**src/rtl/pipe_event_monitor_if.sv**
```systemverilog
// Bundle of the pipeline taps, trace stream and monitor results shared by
// pipe_event_monitor (slave) and whatever drives or observes it (master).
interface pipe_event_monitor_if #(
    parameter int CNT_W = 32
);
    logic             reg_write_w;
    logic [4:0]       rd_w;
    logic [31:0]      result_w;
    logic [31:0]      pc_plus4_w;
    logic             mem_write_m;
    logic [31:0]      alu_result_m;
    logic [31:0]      write_data_m;
    logic             pc_src_e;
    logic [31:0]      pc_target_e;
    logic             trace_valid;
    logic             trace_ready;
    logic [70:0]      trace_data;
    logic [CNT_W-1:0] wb_cnt;
    logic [CNT_W-1:0] st_cnt;
    logic [CNT_W-1:0] br_cnt;
    logic [CNT_W-1:0] drop_cnt;
    logic [1:0]       status;
    logic             done;
    logic [31:0]      mailbox_data;

    modport master (
        output reg_write_w, rd_w, result_w, pc_plus4_w,
        output mem_write_m, alu_result_m, write_data_m,
        output pc_src_e, pc_target_e, trace_ready,
        input  trace_valid, trace_data, wb_cnt, st_cnt, br_cnt, drop_cnt,
        input  status, done, mailbox_data
    );

    modport slave (
        input  reg_write_w, rd_w, result_w, pc_plus4_w,
        input  mem_write_m, alu_result_m, write_data_m,
        input  pc_src_e, pc_target_e, trace_ready,
        output trace_valid, trace_data, wb_cnt, st_cnt, br_cnt, drop_cnt,
        output status, done, mailbox_data
    );
endinterface

```
**src/rtl/pipe_event_monitor.sv**
```systemverilog
// Pipeline event monitor: traces WB/store/branch events into a FWFT FIFO,
// counts them with saturation and resolves PASS/FAIL/TIMEOUT from a mailbox store.
module pipe_event_monitor #(
    parameter int          DEPTH          = 16,
    parameter int          CNT_W          = 32,
    parameter logic [31:0] MAILBOX_ADDR   = 32'h0000_0100,
    parameter logic [31:0] PASS_VALUE     = 32'd1,
    parameter int          TIMEOUT_CYCLES = 5000
) (
    input  logic                 clk,
    input  logic                 rst,
    pipe_event_monitor_if.slave  mon
);
    localparam int AW = $clog2(DEPTH);
    localparam logic [31:0] TO_LAST = 32'(TIMEOUT_CYCLES - 1);

    typedef enum logic [1:0] {
        ST_RUN     = 2'b00,
        ST_PASS    = 2'b01,
        ST_FAIL    = 2'b10,
        ST_TIMEOUT = 2'b11
    } state_t;

    function automatic logic [CNT_W-1:0] sat_add(input logic [CNT_W-1:0] a,
                                                 input logic [1:0]       inc);
        logic [CNT_W:0] sum;
        sum = {1'b0, a} + {{(CNT_W-1){1'b0}}, inc};
        if (sum[CNT_W]) begin
            return {CNT_W{1'b1}};
        end else begin
            return sum[CNT_W-1:0];
        end
    endfunction

    state_t           state_r;
    logic             done_r;
    logic [31:0]      mailbox_data_r;
    logic [31:0]      cyc_r;
    logic [AW:0]      wr_ptr_r;
    logic [AW:0]      rd_ptr_r;
    logic [70:0]      mem_r [DEPTH];
    logic             trace_valid_r;
    logic [70:0]      trace_data_r;
    logic [CNT_W-1:0] wb_cnt_r;
    logic [CNT_W-1:0] st_cnt_r;
    logic [CNT_W-1:0] br_cnt_r;
    logic [CNT_W-1:0] drop_cnt_r;

    logic             run_s;
    logic             wb_q_s;
    logic             st_q_s;
    logic             br_q_s;
    logic             mbox_hit_s;
    logic             full_s;
    logic             pop_s;
    logic             push_s;
    logic [70:0]      push_data_s;
    logic [1:0]       n_q_s;
    logic [1:0]       n_drop_s;
    logic [AW:0]      wr_ptr_n_s;
    logic [AW:0]      rd_ptr_n_s;
    logic             empty_n_s;
    logic [70:0]      head_n_s;

    // Event qualification, push arbitration and drop accounting
    always_comb begin
        run_s      = (state_r == ST_RUN);
        wb_q_s     = run_s & mon.reg_write_w & (mon.rd_w != 5'd0);
        st_q_s     = run_s & mon.mem_write_m;
        br_q_s     = run_s & mon.pc_src_e;
        mbox_hit_s = st_q_s & (mon.alu_result_m == MAILBOX_ADDR);
        full_s     = (wr_ptr_r[AW] != rd_ptr_r[AW]) &&
                     (wr_ptr_r[AW-1:0] == rd_ptr_r[AW-1:0]);
        pop_s      = trace_valid_r & mon.trace_ready;
        // A pop in the same cycle frees the slot the push needs
        push_s     = (wb_q_s | st_q_s | br_q_s) & (~full_s | pop_s);
        if (wb_q_s) begin
            push_data_s = {2'b01, mon.rd_w, mon.pc_plus4_w - 32'd4, mon.result_w};
        end else if (st_q_s) begin
            push_data_s = {2'b10, 5'd0, mon.alu_result_m, mon.write_data_m};
        end else begin
            push_data_s = {2'b11, 5'd0, mon.pc_target_e, 32'd0};
        end
        n_q_s = {1'b0, wb_q_s} + {1'b0, st_q_s} + {1'b0, br_q_s};
        if (push_s) begin
            n_drop_s = n_q_s - 2'd1;
        end else begin
            n_drop_s = n_q_s;
        end
    end

    // Next-cycle FIFO head so trace_valid/trace_data can be registered
    always_comb begin
        if (pop_s) begin
            rd_ptr_n_s = rd_ptr_r + {{AW{1'b0}}, 1'b1};
        end else begin
            rd_ptr_n_s = rd_ptr_r;
        end
        if (push_s) begin
            wr_ptr_n_s = wr_ptr_r + {{AW{1'b0}}, 1'b1};
        end else begin
            wr_ptr_n_s = wr_ptr_r;
        end
        empty_n_s = (rd_ptr_n_s == wr_ptr_n_s);
        if (empty_n_s) begin
            head_n_s = trace_data_r;
        end else if (push_s && (rd_ptr_n_s == wr_ptr_r)) begin
            head_n_s = push_data_s;
        end else begin
            head_n_s = mem_r[rd_ptr_n_s[AW-1:0]];
        end
    end

    // FIFO storage; contents are meaningless until the pointers cover them
    always_ff @(posedge clk) begin
        if (push_s) begin
            mem_r[wr_ptr_r[AW-1:0]] <= push_data_s;
        end
    end

    // FIFO pointers and registered head
    always_ff @(posedge clk or posedge rst) begin
        if (rst) begin
            wr_ptr_r      <= '0;
            rd_ptr_r      <= '0;
            trace_valid_r <= 1'b0;
            trace_data_r  <= 71'd0;
        end else begin
            wr_ptr_r      <= wr_ptr_n_s;
            rd_ptr_r      <= rd_ptr_n_s;
            trace_valid_r <= ~empty_n_s;
            trace_data_r  <= head_n_s;
        end
    end

    // Saturating event and drop counters
    always_ff @(posedge clk or posedge rst) begin
        if (rst) begin
            wb_cnt_r   <= '0;
            st_cnt_r   <= '0;
            br_cnt_r   <= '0;
            drop_cnt_r <= '0;
        end else begin
            wb_cnt_r   <= sat_add(wb_cnt_r, {1'b0, wb_q_s});
            st_cnt_r   <= sat_add(st_cnt_r, {1'b0, st_q_s});
            br_cnt_r   <= sat_add(br_cnt_r, {1'b0, br_q_s});
            drop_cnt_r <= sat_add(drop_cnt_r, n_drop_s);
        end
    end

    // Test-outcome FSM with watchdog; the mailbox store beats a same-cycle timeout
    always_ff @(posedge clk or posedge rst) begin
        if (rst) begin
            state_r        <= ST_RUN;
            done_r         <= 1'b0;
            mailbox_data_r <= 32'd0;
            cyc_r          <= 32'd0;
        end else begin
            case (state_r)
                ST_RUN: begin
                    cyc_r <= cyc_r + 32'd1;
                    if (mbox_hit_s) begin
                        mailbox_data_r <= mon.write_data_m;
                        done_r         <= 1'b1;
                        if (mon.write_data_m == PASS_VALUE) begin
                            state_r <= ST_PASS;
                        end else begin
                            state_r <= ST_FAIL;
                        end
                    end else if ((TIMEOUT_CYCLES != 0) && (cyc_r == TO_LAST)) begin
                        state_r <= ST_TIMEOUT;
                        done_r  <= 1'b1;
                    end else begin
                        state_r <= ST_RUN;
                    end
                end
                ST_PASS, ST_FAIL, ST_TIMEOUT: begin
                    state_r <= state_r;
                    done_r  <= 1'b1;
                end
                default: begin
                    state_r <= ST_FAIL;
                    done_r  <= 1'b1;
                end
            endcase
        end
    end

    assign mon.trace_valid  = trace_valid_r;
    assign mon.trace_data   = trace_data_r;
    assign mon.wb_cnt       = wb_cnt_r;
    assign mon.st_cnt       = st_cnt_r;
    assign mon.br_cnt       = br_cnt_r;
    assign mon.drop_cnt     = drop_cnt_r;
    assign mon.status       = state_r;
    assign mon.done         = done_r;
    assign mon.mailbox_data = mailbox_data_r;

endmodule

```
**src/flat_wrapper.sv**
```systemverilog
// flat-port wrapper written by rule: the top's interface ports become plain ports
module pipe_event_monitor_flat 
#(
    parameter int          DEPTH          = 16,
    parameter int          CNT_W          = 32,
    parameter logic [31:0] MAILBOX_ADDR   = 32'h0000_0100,
    parameter logic [31:0] PASS_VALUE     = 32'd1,
    parameter int          TIMEOUT_CYCLES = 5000
)
  (clk, rst, mon_reg_write_w, mon_rd_w, mon_result_w, mon_pc_plus4_w, mon_mem_write_m, mon_alu_result_m, mon_write_data_m, mon_pc_src_e, mon_pc_target_e, mon_trace_ready, mon_trace_valid, mon_trace_data, mon_wb_cnt, mon_st_cnt, mon_br_cnt, mon_drop_cnt, mon_status, mon_done, mon_mailbox_data);
  pipe_event_monitor_if #(.CNT_W(CNT_W)) mon_i ();
  input  logic clk;
  input  logic rst;
  input wire logic [$bits(mon_i.reg_write_w)-1:0] mon_reg_write_w;
  input wire logic [$bits(mon_i.rd_w)-1:0] mon_rd_w;
  input wire logic [$bits(mon_i.result_w)-1:0] mon_result_w;
  input wire logic [$bits(mon_i.pc_plus4_w)-1:0] mon_pc_plus4_w;
  input wire logic [$bits(mon_i.mem_write_m)-1:0] mon_mem_write_m;
  input wire logic [$bits(mon_i.alu_result_m)-1:0] mon_alu_result_m;
  input wire logic [$bits(mon_i.write_data_m)-1:0] mon_write_data_m;
  input wire logic [$bits(mon_i.pc_src_e)-1:0] mon_pc_src_e;
  input wire logic [$bits(mon_i.pc_target_e)-1:0] mon_pc_target_e;
  input wire logic [$bits(mon_i.trace_ready)-1:0] mon_trace_ready;
  output wire logic [$bits(mon_i.trace_valid)-1:0] mon_trace_valid;
  output wire logic [$bits(mon_i.trace_data)-1:0] mon_trace_data;
  output wire logic [$bits(mon_i.wb_cnt)-1:0] mon_wb_cnt;
  output wire logic [$bits(mon_i.st_cnt)-1:0] mon_st_cnt;
  output wire logic [$bits(mon_i.br_cnt)-1:0] mon_br_cnt;
  output wire logic [$bits(mon_i.drop_cnt)-1:0] mon_drop_cnt;
  output wire logic [$bits(mon_i.status)-1:0] mon_status;
  output wire logic [$bits(mon_i.done)-1:0] mon_done;
  output wire logic [$bits(mon_i.mailbox_data)-1:0] mon_mailbox_data;
  assign mon_i.reg_write_w = mon_reg_write_w;
  assign mon_i.rd_w = mon_rd_w;
  assign mon_i.result_w = mon_result_w;
  assign mon_i.pc_plus4_w = mon_pc_plus4_w;
  assign mon_i.mem_write_m = mon_mem_write_m;
  assign mon_i.alu_result_m = mon_alu_result_m;
  assign mon_i.write_data_m = mon_write_data_m;
  assign mon_i.pc_src_e = mon_pc_src_e;
  assign mon_i.pc_target_e = mon_pc_target_e;
  assign mon_i.trace_ready = mon_trace_ready;
  assign mon_trace_valid = mon_i.trace_valid;
  assign mon_trace_data = mon_i.trace_data;
  assign mon_wb_cnt = mon_i.wb_cnt;
  assign mon_st_cnt = mon_i.st_cnt;
  assign mon_br_cnt = mon_i.br_cnt;
  assign mon_drop_cnt = mon_i.drop_cnt;
  assign mon_status = mon_i.status;
  assign mon_done = mon_i.done;
  assign mon_mailbox_data = mon_i.mailbox_data;
  pipe_event_monitor #(.DEPTH(DEPTH), .CNT_W(CNT_W), .MAILBOX_ADDR(MAILBOX_ADDR), .PASS_VALUE(PASS_VALUE), .TIMEOUT_CYCLES(TIMEOUT_CYCLES)) u_core (.clk(clk), .rst(rst), .mon(mon_i));
endmodule
```
**config.mk**
```make
export PLATFORM = sky130hd
export DESIGN_NAME = pipe_event_monitor_flat
export DESIGN_NICKNAME = d
export VERILOG_FILES = /design/src/rtl/pipe_event_monitor_if.sv /design/src/rtl/pipe_event_monitor.sv /design/src/flat_wrapper.sv
export SDC_FILE = /design/constraint.sdc
export NUM_CORES = 2
export LEC_CHECK = 0
export ABC_AREA = 1
export CAP_MARGIN = 20
export CORE_MARGIN = 2
export CORE_UTILIZATION = 30
export CTS_CLUSTER_SIZE = 25
export DETAILED_ROUTE_END_ITERATION = 12
export GPL_ROUTABILITY_DRIVEN = 0
export GPL_TIMING_DRIVEN = 0
export PLACE_DENSITY = 0.43
export SKIP_CTS_REPAIR_TIMING = 1
export SLEW_MARGIN = 40
export SYNTH_ARGS = -nofsm -noshare
export SYNTH_HDL_FRONTEND = slang
export SYNTH_SLANG_ARGS = --single-unit
```
**constraint.sdc**
```tcl
create_clock -name clk -period 9.9 [get_ports clk]
set_clock_uncertainty 0.05 [all_clocks]
set_input_delay 0.99 -clock clk [delete_from_list [all_inputs] [get_ports clk]]
set_output_delay 0.99 -clock clk [all_outputs]
set_load 0.01 [all_outputs]
```
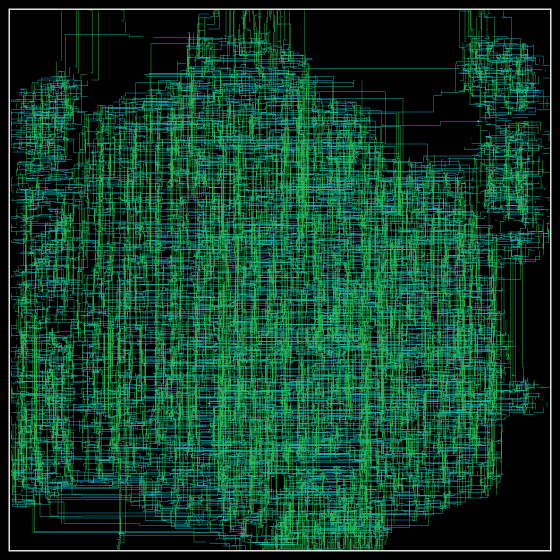
layers.png
Two of the layers only.
[M2] green | wire length: 121 mm
[M1] cyan | wire length: 110 mm

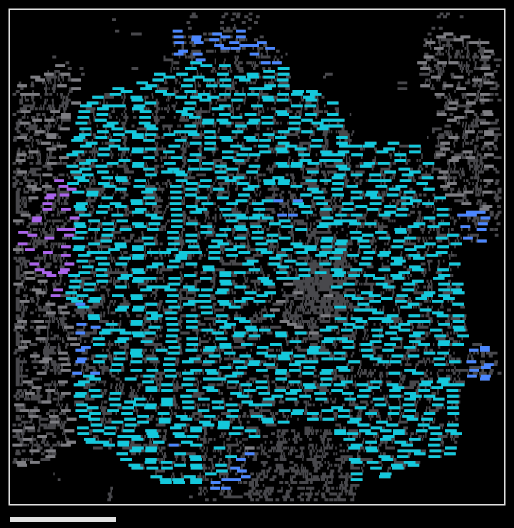
ff_map.png
Bar = 100 microns.
[`u_core.cyc_r`] purple | placed flops: 32 | where: middle left
[`u_core.mem_r`] cyan | placed flops: 1136 | where: widely spread
[`u_core.mon.trace_data`] blue | placed flops: 71 | where: widely spread
not coloured: 174

## flip-flops by register name, indices dropped and copies added (netlist names), 32 cells and up
name / flops
u_core.cyc_r: 32
u_core.mem_r: 1136
u_core.mon.br_cnt: 32
u_core.mon.drop_cnt: 32
u_core.mon.mailbox_data: 32
u_core.mon.st_cnt: 32
u_core.mon.trace_data: 71
u_core.mon.wb_cnt: 32
## cells in the mapped netlist, types with 5 or more instances
library cell and instances:
nand2_1 2059, edfxtp_1 1136, nand3_1 893, inv_1 698
nand3b_1 292, dfrtp_1 277, o21ai_0 225, nor2_1 218
clkbuf_1 191, nand4_1 133, buf_2 95, nor3_1 56
buf_1 54, xor2_1 51, or2_2 39, xnor2_1 29
nor4_1 28, a21oi_1 17, ha_1 15, a22oi_1 14
inv_2 10, nand2_2 5, o211ai_1 5
## final timing paths
check,from,to,slack (ps),cells after the start
setup / recovery,mon_reg_write_w,u_core.mon.drop_cnt[22]$_DFF_PP0_,3650,19
setup reg to reg,u_core.mon.status[0]$_DFFE_PP0N_,u_core.mon.drop_cnt[22]$_DFF_PP0_,3720,19
hold / removal,u_core.mon.mailbox_data[13]$_DFFE_PP0P_,u_core.mon.mailbox_data[13]$_DFFE_PP0P_,440,2
hold reg to reg,u_core.mon.mailbox_data[13]$_DFFE_PP0P_,u_core.mon.mailbox_data[13]$_DFFE_PP0P_,440,2
max in group asynchronous,rst,u_core.mon.trace_data[36]$_DFFE_PP0P_,8110,4
min in group asynchronous,rst,u_core.mon.wb_cnt[23]$_DFF_PP0_,580,2
## metal layers
layer  part of all wire  GRT usage  up-vias  wire length [microns]
li1                   -          -    23600                      -
met1               0.43      0.304    24600                 110000
met2               0.48      0.387     1565                 121000
met3              0.055     0.0336      339                  13900
met4              0.036     0.0798        2                   9230
met5           0.000051          0        -                     13
## layout make-up
class	instances	area, sq um	share of cell area
Clock inverter	92	764	0.00942
Buffer	340	1470	0.0181
Clock buffer	215	4570	0.0563
Inverter	709	2670	0.0329
Antenna cell	2	5.00	0.0000617
Timing Repair Buffer	569	7220	0.0890
Sequential cell	1413	41000	0.506
Tap cell	2838	3550	0.0438
Multi-Input combinational cell	4116	19800	0.245
## critical path, cell delays in order
cell	delay (ps)
clkdlybuf4s50_1	450
inv_1	60
nor2_2	510
nand2_2	530
clkbuf_4	460
buf_12	230
fa_1	600
xor2_1	600
ha_1	350
fa_1	290
nand3_1	160
nor3_1	300
nand3_1	210
nor2_1	280
nand4_1	180
inv_1	120
nand2_1	70
clkbuf_1	310
nand3_1	170
## power breakdown
| part | total (W) | internal, W | switching, W |
|---|---|---|---|
| logic | 0.0120 | 0.00338 | 0.00864 |
| clock network | 0.00609 | 0.00351 | 0.00258 |
| registers | 0.00795 | 0.00759 | 0.000358 |
| total | 0.0261 | 0.0145 | 0.0116 |
## cell families (layout without fill, tap and decap cells)
family	after synthesis	after routing	synth area share
muxes	1	1	0.000155
adders and majority gates	17	17	0.00353
DFF	1413	1413	0.637
and+or+nand+nor	3744	3744	0.263
xor gates and xnor gates	81	81	0.0111
other	0	2	0
AOI/OAI and AO/OA	273	273	0.0224
buffers and inverters	1049	1925	0.0629
==> results.py <==
# Metrics from the implementation run
metrics = {
    "outcome": {
        "status": "complete, no violations",
    },
    "timing": {
        "fin_crit_ps": 6250,
        "setup_tns_ps": 0,
        "period_used_share": 0.631,
        "hold_slack_ps": 438,
        "setup_viol": 0,
    },
    "yosys": {
        "top_area_frac": 0.529,
        "ys_seq_share": 0.637,
        "numSynthFlops": 1413,
        "synth_cell_types": 46,
        "ys_area_sq_um": 64400,
        "ys.warnings.count": 0,
        "synth_area_sq_um": 64400,
    },
    "placement": {
        "post_dp_cell_area_sq_um": 75800,
        "preCtsSetupSlack_ps": 2670,
    },
    "detailed_routing": {
        "vias": 50100,
        "routed_via_density": 4.86,
        "drc": 0,
        "first_iter_violations": 4377,
    },
    "power": {
        "finalPower_w": 0.0261,
        "p_leak_nw": 32.9,
    },
    "global_routing": {
        "grt_max_degree": 71,
        "grt_pass1_vias": 49500,
        "grt_pass1_wl_microns": 363000,
        "grt-ovfl-total": 0,
        "antenna_found_initial": 14,
    },
    "cells_and_area": {
        "design_area_sq_um": 81100,
        "synthToLayoutAreaGrowth_pct": 25.9,
        "fill_cells": 21500,
    },
    "setup_path": {
        "crit_type": "input port to flop",
        "required_ps": 10580,
        "startpoint_type": "input port",
    },
    "clock_tree": {
        "clock_sinks": 1413,
        "clock.latency.late_pin_ps": 810,
        "cts_tree": "yes",
    },
    "floorplan": {
        "fp.coreArea_sq_um": 214000,
    },
    "run": {
        "log.warning_count": 29,
    },
}
Power is estimated from default activity; no workload was simulated.
